--- src/rtl/fp4_fft_agu.sv ---
// Address generator for a 32-point radix-2 FFT: bit-reversed load into bank 0,
// then five ping-pong butterfly stages with a BF_LAT-deep write-back delay line.
module fp4_fft_agu #(
    parameter int BF_LAT = 3
) (
    input  logic       clk,
    input  logic       rst,
    input  logic       start,
    input  logic       in_valid,
    input  logic [7:0] in_data,
    output logic       in_ready,
    input  logic [7:0] bf_out_0,
    input  logic [7:0] bf_out_1,
    output logic [4:0] rd_addr_0,
    output logic [4:0] rd_addr_1,
    output logic       wr_en_0,
    output logic       wr_en_1,
    output logic [4:0] wr_addr_0,
    output logic [4:0] wr_addr_1,
    output logic [7:0] wr_data_0,
    output logic [7:0] wr_data_1,
    output logic       bank_sel,
    output logic [3:0] tw_addr,
    output logic       bf_valid,
    output logic [2:0] stage,
    output logic       busy,
    output logic       done
);

    typedef enum logic [1:0] {
        S_IDLE    = 2'd0,
        S_LOAD    = 2'd1,
        S_COMPUTE = 2'd2,
        S_DONE    = 2'd3
    } state_t;

    localparam logic [4:0] LAST_CYC = 5'(15 + BF_LAT);

    function automatic logic [4:0] bitrev5(input logic [4:0] v);
        bitrev5 = {v[0], v[1], v[2], v[3], v[4]};
    endfunction

    // Top index: k's upper bits moved up one place above the half-size offset.
    function automatic logic [4:0] bf_top(input logic [3:0] k, input logic [2:0] s);
        logic [4:0] k5;
        logic [4:0] mask;
        k5      = {1'b0, k};
        mask    = (5'd1 << s) - 5'd1;
        bf_top  = ((k5 >> s) << (s + 3'd1)) | (k5 & mask);
    endfunction

    function automatic logic [3:0] bf_tw(input logic [3:0] k, input logic [2:0] s);
        logic [3:0] mask;
        mask  = (4'd1 << s) - 4'd1;
        bf_tw = (k & mask) << (3'd4 - s);
    endfunction

    state_t      state_q, state_d;
    logic [4:0]  cnt_q, cnt_d;
    logic [4:0]  cyc_q, cyc_d;
    logic [2:0]  stage_q, stage_d;
    logic        bank_q, bank_d;
    logic        in_ready_q, in_ready_d;
    logic        busy_q, done_q;
    logic        rd_en_q, rd_en_d;
    logic [4:0]  rd_addr_0_q, rd_addr_0_d;
    logic [4:0]  rd_addr_1_q, rd_addr_1_d;
    logic        bf_valid_q;
    logic [3:0]  tw_q, tw_d;
    logic [7:0]  ld_data_q, ld_data_d;
    logic        accept_s;
    logic [11:0] dl_in_s;
    logic [11:0] ld_entry_s;
    // Delay-line entry: {we1, we0, addr1, addr0}; the last tap drives the write port.
    logic [11:0] dl_q [BF_LAT];

    // Next-state and next-output computation.
    always_comb begin
        state_d    = state_q;
        cnt_d      = cnt_q;
        cyc_d      = cyc_q;
        stage_d    = stage_q;
        bank_d     = bank_q;
        in_ready_d = in_ready_q;
        accept_s   = (state_q == S_LOAD) && in_ready_q && in_valid;
        case (state_q)
            S_IDLE: begin
                bank_d = 1'b0;
                if (start) begin
                    state_d    = S_LOAD;
                    in_ready_d = 1'b1;
                    cnt_d      = 5'd0;
                end else begin
                    in_ready_d = 1'b0;
                end
            end
            S_LOAD: begin
                if (accept_s) begin
                    cnt_d      = cnt_q + 5'd1;
                    in_ready_d = (cnt_q != 5'd31);
                end else if (!in_ready_q) begin
                    state_d = S_COMPUTE;
                    stage_d = 3'd0;
                    cyc_d   = 5'd0;
                    bank_d  = 1'b1;
                end else begin
                    cnt_d = cnt_q;
                end
            end
            S_COMPUTE: begin
                if (cyc_q == LAST_CYC) begin
                    cyc_d = 5'd0;
                    if (stage_q == 3'd4) begin
                        state_d = S_DONE;
                        stage_d = 3'd0;
                        bank_d  = 1'b0;
                    end else begin
                        stage_d = stage_q + 3'd1;
                        bank_d  = ~bank_q;
                    end
                end else begin
                    cyc_d = cyc_q + 5'd1;
                end
            end
            S_DONE: begin
                state_d = S_IDLE;
            end
            default: begin
                state_d = S_IDLE;
            end
        endcase

        rd_en_d = (state_d == S_COMPUTE) && (cyc_d < 5'd16);
        if (rd_en_d) begin
            rd_addr_0_d = bf_top(cyc_d[3:0], stage_d);
            rd_addr_1_d = bf_top(cyc_d[3:0], stage_d) + (5'd1 << stage_d);
        end else begin
            rd_addr_0_d = 5'd0;
            rd_addr_1_d = 5'd0;
        end

        if (rd_en_q) begin
            tw_d = bf_tw(cyc_q[3:0], stage_q);
        end else begin
            tw_d = 4'd0;
        end

        if (accept_s) begin
            ld_entry_s = {1'b0, 1'b1, 5'd0, bitrev5(cnt_q)};
            ld_data_d  = in_data;
        end else begin
            ld_entry_s = 12'd0;
            ld_data_d  = 8'd0;
        end

        dl_in_s = {rd_en_q, rd_en_q, rd_addr_1_q, rd_addr_0_q};
    end

    // State, counters and registered outputs.
    always_ff @(posedge clk) begin
        if (rst) begin
            state_q     <= S_IDLE;
            cnt_q       <= 5'd0;
            cyc_q       <= 5'd0;
            stage_q     <= 3'd0;
            bank_q      <= 1'b0;
            in_ready_q  <= 1'b0;
            busy_q      <= 1'b0;
            done_q      <= 1'b0;
            rd_en_q     <= 1'b0;
            rd_addr_0_q <= 5'd0;
            rd_addr_1_q <= 5'd0;
            bf_valid_q  <= 1'b0;
            tw_q        <= 4'd0;
            ld_data_q   <= 8'd0;
        end else begin
            state_q     <= state_d;
            cnt_q       <= cnt_d;
            cyc_q       <= cyc_d;
            stage_q     <= stage_d;
            bank_q      <= bank_d;
            in_ready_q  <= in_ready_d;
            busy_q      <= (state_d != S_IDLE);
            done_q      <= (state_d == S_DONE);
            rd_en_q     <= rd_en_d;
            rd_addr_0_q <= rd_addr_0_d;
            rd_addr_1_q <= rd_addr_1_d;
            bf_valid_q  <= rd_en_q;
            tw_q        <= tw_d;
            ld_data_q   <= ld_data_d;
        end
    end

    // Write-back delay line; load writes are injected straight into the last tap.
    always_ff @(posedge clk) begin
        if (rst) begin
            for (int i = 0; i < BF_LAT; i++) begin
                dl_q[i] <= 12'd0;
            end
        end else begin
            for (int i = BF_LAT - 1; i > 0; i--) begin
                dl_q[i] <= dl_q[i-1];
            end
            dl_q[0] <= dl_in_s;
            if (state_q == S_LOAD) begin
                dl_q[BF_LAT-1] <= ld_entry_s;
            end
        end
    end

    assign in_ready  = in_ready_q;
    assign rd_addr_0 = rd_addr_0_q;
    assign rd_addr_1 = rd_addr_1_q;
    assign wr_en_1   = dl_q[BF_LAT-1][11];
    assign wr_en_0   = dl_q[BF_LAT-1][10];
    assign wr_addr_1 = dl_q[BF_LAT-1][9:5];
    assign wr_addr_0 = dl_q[BF_LAT-1][4:0];
    // Port 1 only writes during compute, so it selects butterfly data for both ports.
    assign wr_data_0 = wr_en_1 ? bf_out_0 : ld_data_q;
    assign wr_data_1 = wr_en_1 ? bf_out_1 : 8'd0;
    assign bank_sel  = bank_q;
    assign tw_addr   = tw_q;
    assign bf_valid  = bf_valid_q;
    assign stage     = stage_q;
    assign busy      = busy_q;
    assign done      = done_q;

endmodule
--- config.mk ---
export PLATFORM = sky130hd
export DESIGN_NAME = fp4_fft_agu
export DESIGN_NICKNAME = d
export VERILOG_FILES = /design/src/rtl/fp4_fft_agu.sv
export SDC_FILE = /design/constraint.sdc
export NUM_CORES = 1
export LEC_CHECK = 0
export CORE_UTILIZATION = 40
export CTS_BUF_LIST = sky130_fd_sc_hd__clkbuf_16
export DETAILED_ROUTE_END_ITERATION = 10
export GPL_TIMING_DRIVEN = 0
export PLACE_DENSITY = 0.73
export SYNTH_ARGS = -nofsm -noshare
export SYNTH_HDL_FRONTEND = slang
export SYNTH_SLANG_ARGS = --single-unit
--- constraint.sdc ---
create_clock -name clk -period 5.3 [get_ports clk]
set_clock_uncertainty 0.2 [all_clocks]
set_input_delay 0.53 -clock clk [delete_from_list [all_inputs] [get_ports clk]]
set_output_delay 0.53 -clock clk [all_outputs]
set_load 0.02 [all_outputs]
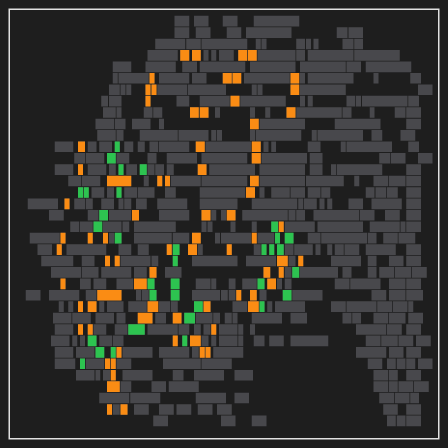
**Above:** run 1 (selected gate families).
| family | colour | cells | most used |
|---|---|---|---|
| NAND gates | green | 34 | nand2_1 |
| NOR gates | orange | 76 | nor2_1 |

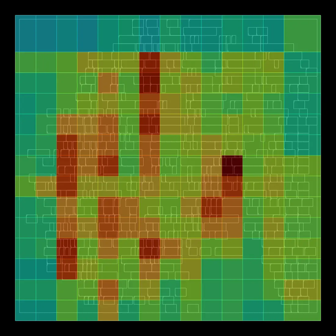
**Above:** run 1 (track usage over the die).
overall routing resource usage: 0.1566
global-route track usage on met2: 0.2905

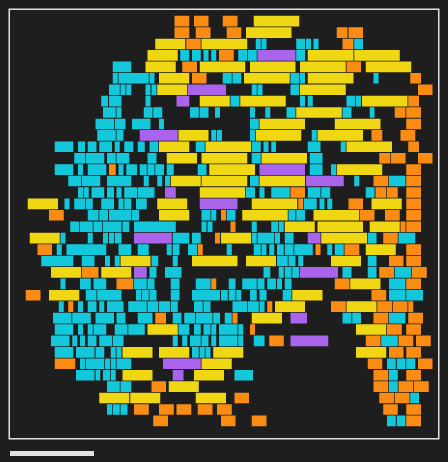
**Above:** run 1 (placement by cell class).
Bar = 20 um.
| class | colour | cells | share of their area |
|---|---|---|---|
| flip-flops | yellow | 77 | 36% |
| all other logic | cyan | 308 | 40% |
| clock drivers and dummy loads | purple | 16 | 5.9% |
| other buffers and delay cells | orange | 105 | 18% |
area of the core: 0.009729 mm2
final standard cell area without fillers: 0.005364 mm2
flip-flop and latch share of the layout cell area: 0.3508

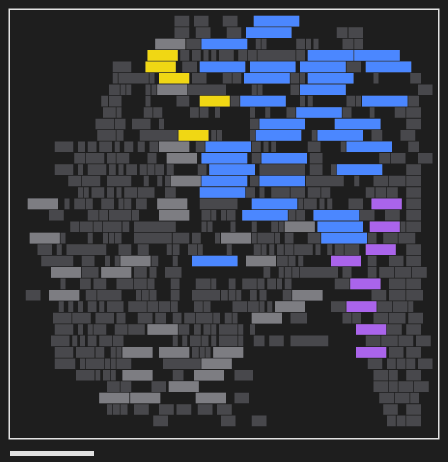
**Above:** run 1 (sequential cells coloured by netlist name).
Bar = 20 um. Other sequential cells in the stronger grey, the rest of the logic in the fainter grey.
| signal | colour | placed flops |
|---|---|---|
| `dl_q` | blue | 34 |
| `rd_addr_1` | yellow | 5 |
| `ld_data_q` | purple | 8 |
not coloured: 30

==> reports/qor.yml, run 1 <==
worst_setup_path_end_kind: "register"
slew_limit_headroom: 0.4886
kind_of_start_point_of_the_critical_path: "register"
cts_tree: "built"
num-multi-input-gates: 288
synth_largest_type_area_fraction: 0.2556
maxSlewViolCount: 0
final-clk-cell-share: 0.05738
clk_root_buffer_cell: "sky130_fd_sc_hd__clkbuf_16"
routabilityCongestion: 0.7941
worstSetupEndpoint: "rd_addr_1[4]$_SDFF_PP0_"
setup.worst_path.start: "stage[0]$_SDFF_PP0_"
num_tap_cells: 133
min_period_over_period: 0.8992
critical_path.cell_chain: "clkbuf_1 -> inv_1 -> ha_1 -> ha_1 -> nor3_4 -> a22oi_4 -> ha_1 -> inv_1 -> a2111oi_4 -> nand3_1 -> o21ai_1 -> ha_1 -> inv_1 -> fa_1 -> inv_1 -> a21o_1 -> a21oi_1 -> xnor2_1 -> or3_1 -> a21oi_1"
crit_required_ns: 5.36
h-tree-depth: 3
detailed_place_hpwl_um: 6073
synth-async-reset-ratio: 0
cts.sinks: 77
max_freq_mhz: 209.8
die_h_um: 101.9
result_of_the_run: "finished, final reports clean"
layout-area-overhead-vs-synth_pct: 34.26
timing_worst_slew_pin_value_ns: 0.7626
synth.largest_area_cell: "sky130_fd_sc_hd__edfxtp_1"
worst_r2r_end: "rd_addr_1[4]$_SDFF_PP0_"
avgViaCountPerCell: 4.729
first_global_vias: 2845
number_of_sequential_cells: 77
synth-edff-count: 34
ctsResizeCount: 0
crit_fanout: 10
routed_wl_um: 7711
yosys_most_used_dff: "sky130_fd_sc_hd__dfxtp_1"
timing.critical_path.max_delay_family: "adder cells"
nClkBuffers: 9
dieArea_mm2: 0.01039
top_level_ports: 78
utilization: 0.5513
cts.reportedPaths.clkPinSlew_ns: 0.07
drtIter0Drc: 80
num_vias: 3022
die_w_um: 101.9
[run 1: power breakdown]
| group | total (mW) | internal (mW) | switching (mW) |
|---|---|---|---|
| combinational | 0.514 | 0.225 | 0.289 |
| clock | 0.627 | 0.372 | 0.255 |
| sequential | 0.696 | 0.675 | 0.0216 |
[run 1: cell families after synthesis]
logic type / Yosys count / share of synthesized area
simple gates: 145 / 0.2055
xor+xnor: 9 / 0.01973
compound gates: 65 / 0.1309
buf+inv: 48 / 0.06389
fa+ha+maj: 25 / 0.08018
flops: 77 / 0.4710
other cells: 1 / 0.0009387
mux: 10 / 0.02787
[run 1: cell usage after synthesis, types with 11 or more instances]
cell / number
sky130_fd_sc_hd__ha_1: 24
sky130_fd_sc_hd__clkbuf_1: 13
sky130_fd_sc_hd__a21oi_1: 21
sky130_fd_sc_hd__dfxtp_1: 43
sky130_fd_sc_hd__nor2b_1: 25
sky130_fd_sc_hd__and2_1: 29
sky130_fd_sc_hd__nor2_1: 34
sky130_fd_sc_hd__edfxtp_1: 34
sky130_fd_sc_hd__inv_1: 18
sky130_fd_sc_hd__buf_4: 11
sky130_fd_sc_hd__nand2_1: 13
[run 1: per-layer routing]
metal	up-vias	share of wire	GRT usage
li1	1526	-	-
met1	1394	0.40	0.1593
met2	89	0.51	0.2905
met3	13	0.065	0.04583
met4	0	0.020	0.08022
met5	-	0	0
[run 1: per-stage QoR]
stage	hold WS, ns	area [um2]	setup WS [ns]	power, mW	cells
5_1_grt	0.3407	5364	0.1970	1.940	639
3_3_place_gp	0.2952	5056	0.6565	1.210	623
4_1_cts	0.3216	5364	0.5570	1.851	639
2_1_floorplan	0.2542	4119	0.9752	1.066	413
6_report	0.3206	5364	0.5341	1.837	639
3_5_place_dp	0.3093	5056	0.6102	1.224	623
[run 1: flip-flops by register name, indices dropped and copies added (netlist names)]
signal	flops
bf_valid	1
rd_addr_1	5
cyc_q	5
busy	1
bank_sel	1
ld_data_q	8
tw_addr	4
in_ready	1
cnt_q	5
rd_en_q	1
rd_addr_0	5
state_q	2
stage	3
done	1
dl_q	34
[run 1: how the worst min path moves through the flow]
| stage | end | startpoint | slack, ns | cells after the start |
|---|---|---|---|---|
| 6_report | dl_q[0][32]$_SDFFCE_PP0P_ | dl_q[0][20]$_SDFFCE_PN0P_ | 0.32 | 1 |
| 5_1_grt | cnt_q[1]$_SDFFE_PP0P_ | cnt_q[1]$_SDFFE_PP0P_ | 0.34 | 2 |
| 4_1_cts | cnt_q[4]$_SDFFE_PP0P_ | cnt_q[4]$_SDFFE_PP0P_ | 0.32 | 2 |
| 3_5_place_dp | dl_q[0][32]$_SDFFCE_PP0P_ | dl_q[0][20]$_SDFFCE_PN0P_ | 0.31 | 1 |
| 3_3_place_gp | cnt_q[1]$_SDFFE_PP0P_ | cnt_q[1]$_SDFFE_PP0P_ | 0.30 | 2 |
| 2_1_floorplan | bf_valid$_SDFF_PP0_ | rd_en_q$_SDFF_PP0_ | 0.25 | 1 |
--- run 2 (diff from run 1) ---
Settings changed: CTS_CLUSTER_SIZE set to 10.
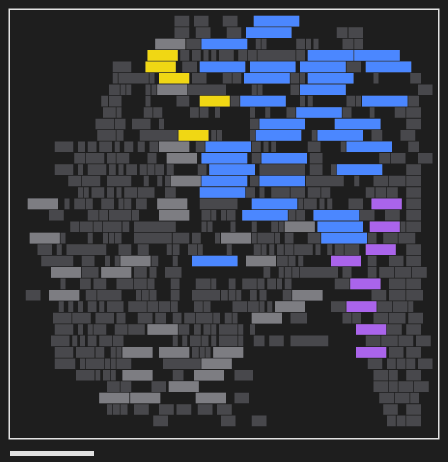
**Above:** run 2 (sequential cells coloured by netlist name).
Bar = 20 um. Other sequential cells in the stronger grey, the rest of the logic in the fainter grey.
| signal | colour | placed flops |
|---|---|---|
| `rd_addr_1` | yellow | 5 |
| `dl_q` | blue | 34 |
| `ld_data_q` | purple | 8 |
not coloured: 30
fin util: 0.5513
storage element area: 0.001882 mm2

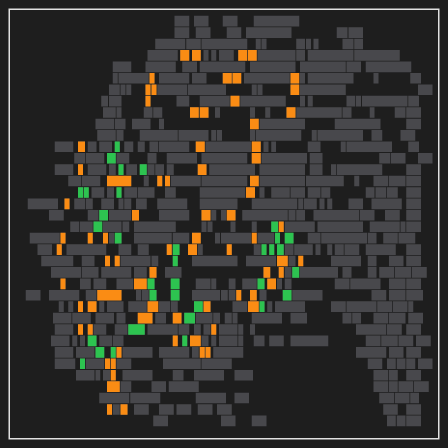
**Above:** run 2 (selected gate families).
non-filler cells, final: 639
logic share of the area: 0.3695
most numerous logic cell after layout: sky130_fd_sc_hd__clkdlybuf4s50_1

==> run 2 against run 1 <==
Final cell count unchanged. Synthesized cell count unchanged. Total power unchanged. Combinational power about the same. Wire length unchanged. Sequential share of layout area unchanged.
==> reports/qor.yml, run 2 <==
cts.sinks: 77  # unchanged
synth.cells.most_frequent: "sky130_fd_sc_hd__dfxtp_1, sky130_fd_sc_hd__edfxtp_1, sky130_fd_sc_hd__nor2_1, sky130_fd_sc_hd__and2_1, sky130_fd_sc_hd__nor2b_1"  # unchanged
die_h_um: 101.9  # unchanged
hold-path-endpoint: "dl_q[0][32]$_SDFFCE_PP0P_"  # unchanged
ctsResizeCount: 0  # unchanged
maxSlewViolCount: 0  # unchanged
kind_of_start_point_of_the_critical_path: "register"  # unchanged
drtIter0Drc: 80  # unchanged
routabilityCongestion: 0.7941  # unchanged
dieArea_mm2: 0.01039  # unchanged
top_level_ports: 78  # unchanged
max_freq_mhz: 209.8  # unchanged
power.clock.fraction: 0.341  # about the same
layout-area-overhead-vs-synth_pct: 34.26  # unchanged
switching_share: 0.3079  # unchanged
pwr.group.combinational_mw: 0.514  # about the same
share_comb_of_total_power: 0.280  # about the same
worst_r2r_end: "rd_addr_1[4]$_SDFF_PP0_"  # unchanged
routed_wl_um: 7711  # unchanged
die_w_um: 101.9  # unchanged
timing_worst_slew_pin_value_ns: 0.7626  # unchanged
power_attributed_to_the_clock_group_mw: 0.627  # about the same
setup.worst_path.start: "stage[0]$_SDFF_PP0_"  # unchanged
num_vias: 3022  # unchanged
synth-async-reset-ratio: 0  # unchanged
h-tree-depth: 3  # unchanged
slew_limit_headroom: 0.4886  # unchanged
power_sequential_mw: 0.696  # about the same
min_path_cells: 1  # unchanged
crit_fanout: 10  # unchanged
power.internal_mw: 1.272  # unchanged
yosys_most_used_dff: "sky130_fd_sc_hd__dfxtp_1"  # unchanged
clk_root_buffer_cell: "sky130_fd_sc_hd__clkbuf_16"  # unchanged
result_of_the_run: "finished, final reports clean"  # unchanged
p_seq_frac: 0.379  # about the same
power-top-group: "registers"  # unchanged
cts_tree: "built"  # unchanged
first_global_vias: 2845  # unchanged
worst_setup_path_end_kind: "register"  # unchanged
min_period_over_period: 0.8992  # unchanged
registers.top_by_ff_count: "dl_q"  # unchanged
synth-edff-count: 34  # unchanged
track_usage: 0.1566  # unchanged
reg_top3: "dl_q x34, ld_data_q x8"  # unchanged
switchingPower_mw: 0.5657  # unchanged
min_from: "dl_q[0][20]$_SDFFCE_PN0P_"  # unchanged
## run 2: cell counts in the layout (fill, tap and decap cells not counted)
No cell type changed its count.
## run 2: logic make-up after synthesis
group,Yosys count,synth area share
AND/OR/NAND/NOR,145,0.2055
flip-flops,77,0.4710
AND-OR/OR-AND,65,0.1309
buffers and inverters,48,0.06389
adder cells (fa/ha/maj),25,0.08018
multiplexers,10,0.02787
XOR/XNOR,9,0.01973
other,1,0.0009387
## run 2: how the worst max path moves through the flow
stage                     slack, ns                 endpoint
after floorplan                0.98  rd_addr_1[4]$_SDFF_PP0_
final                          0.53  rd_addr_1[4]$_SDFF_PP0_
after detailed placement       0.61  rd_addr_1[4]$_SDFF_PP0_
after global routing           0.20  rd_addr_1[4]$_SDFF_PP0_
after CTS                      0.56  rd_addr_1[4]$_SDFF_PP0_
after global placement         0.66  rd_addr_1[4]$_SDFF_PP0_
## run 2: per-stage QoR
step / power (mW) / setup WS (ns) / instances / hold WS (ns) / area [um2]
after detailed placement: 1.224 / 0.6102 / 623 / 0.3093 / 5056
after global routing: 1.940 / 0.1970 / 639 / 0.3407 / 5364
after floorplan: 1.066 / 0.9752 / 413 / 0.2542 / 4119
final: 1.837 / 0.5341 / 639 / 0.3206 / 5364
after CTS: 1.851 / 0.5570 / 639 / 0.3216 / 5364
after global placement: 1.210 / 0.6565 / 623 / 0.2952 / 5056
## run 2: critical path, stage by stage, from the launching register on
cell	delay [ns]
sky130_fd_sc_hd__dfxtp_1	0.38
sky130_fd_sc_hd__clkbuf_1	0.32
sky130_fd_sc_hd__inv_1	0.15
sky130_fd_sc_hd__ha_1	0.25
sky130_fd_sc_hd__ha_1	0.27
sky130_fd_sc_hd__nor3_4	0.35
sky130_fd_sc_hd__a22oi_4	0.20
sky130_fd_sc_hd__ha_1	0.46
sky130_fd_sc_hd__inv_1	0.16
sky130_fd_sc_hd__a2111oi_4	0.24
sky130_fd_sc_hd__nand3_1	0.11
sky130_fd_sc_hd__o21ai_1	0.10
sky130_fd_sc_hd__ha_1	0.20
sky130_fd_sc_hd__inv_1	0.06
sky130_fd_sc_hd__fa_1	0.40
sky130_fd_sc_hd__inv_1	0.07
sky130_fd_sc_hd__a21o_1	0.10
sky130_fd_sc_hd__a21oi_1	0.07
sky130_fd_sc_hd__xnor2_1	0.13
sky130_fd_sc_hd__or3_1	0.30
sky130_fd_sc_hd__a21oi_1	0.16
## run 2: final cells by class
| type | instances | area (um2) | area share |
|---|---|---|---|
| buffer | 28 | 172.7 | 0.03219 |
| multi-input combinational | 288 | 1982 | 0.3695 |
| tap | 133 | 166.4 | 0.03102 |
| inverter | 20 | 82.58 | 0.01540 |
| clock buffer | 9 | 225.2 | 0.04199 |
| clock inverter | 7 | 82.58 | 0.01540 |
| sequential | 77 | 1882 | 0.3508 |
| timing repair buffer | 77 | 770.7 | 0.1437 |
## run 2: per-layer routing
layer / part of all wire / global-route usage
met5: 0 / 0
met4: 0.020 / 0.08022
met2: 0.51 / 0.2905
met1: 0.40 / 0.1593
met3: 0.065 / 0.04583
Power is estimated from default activity; no workload was simulated.
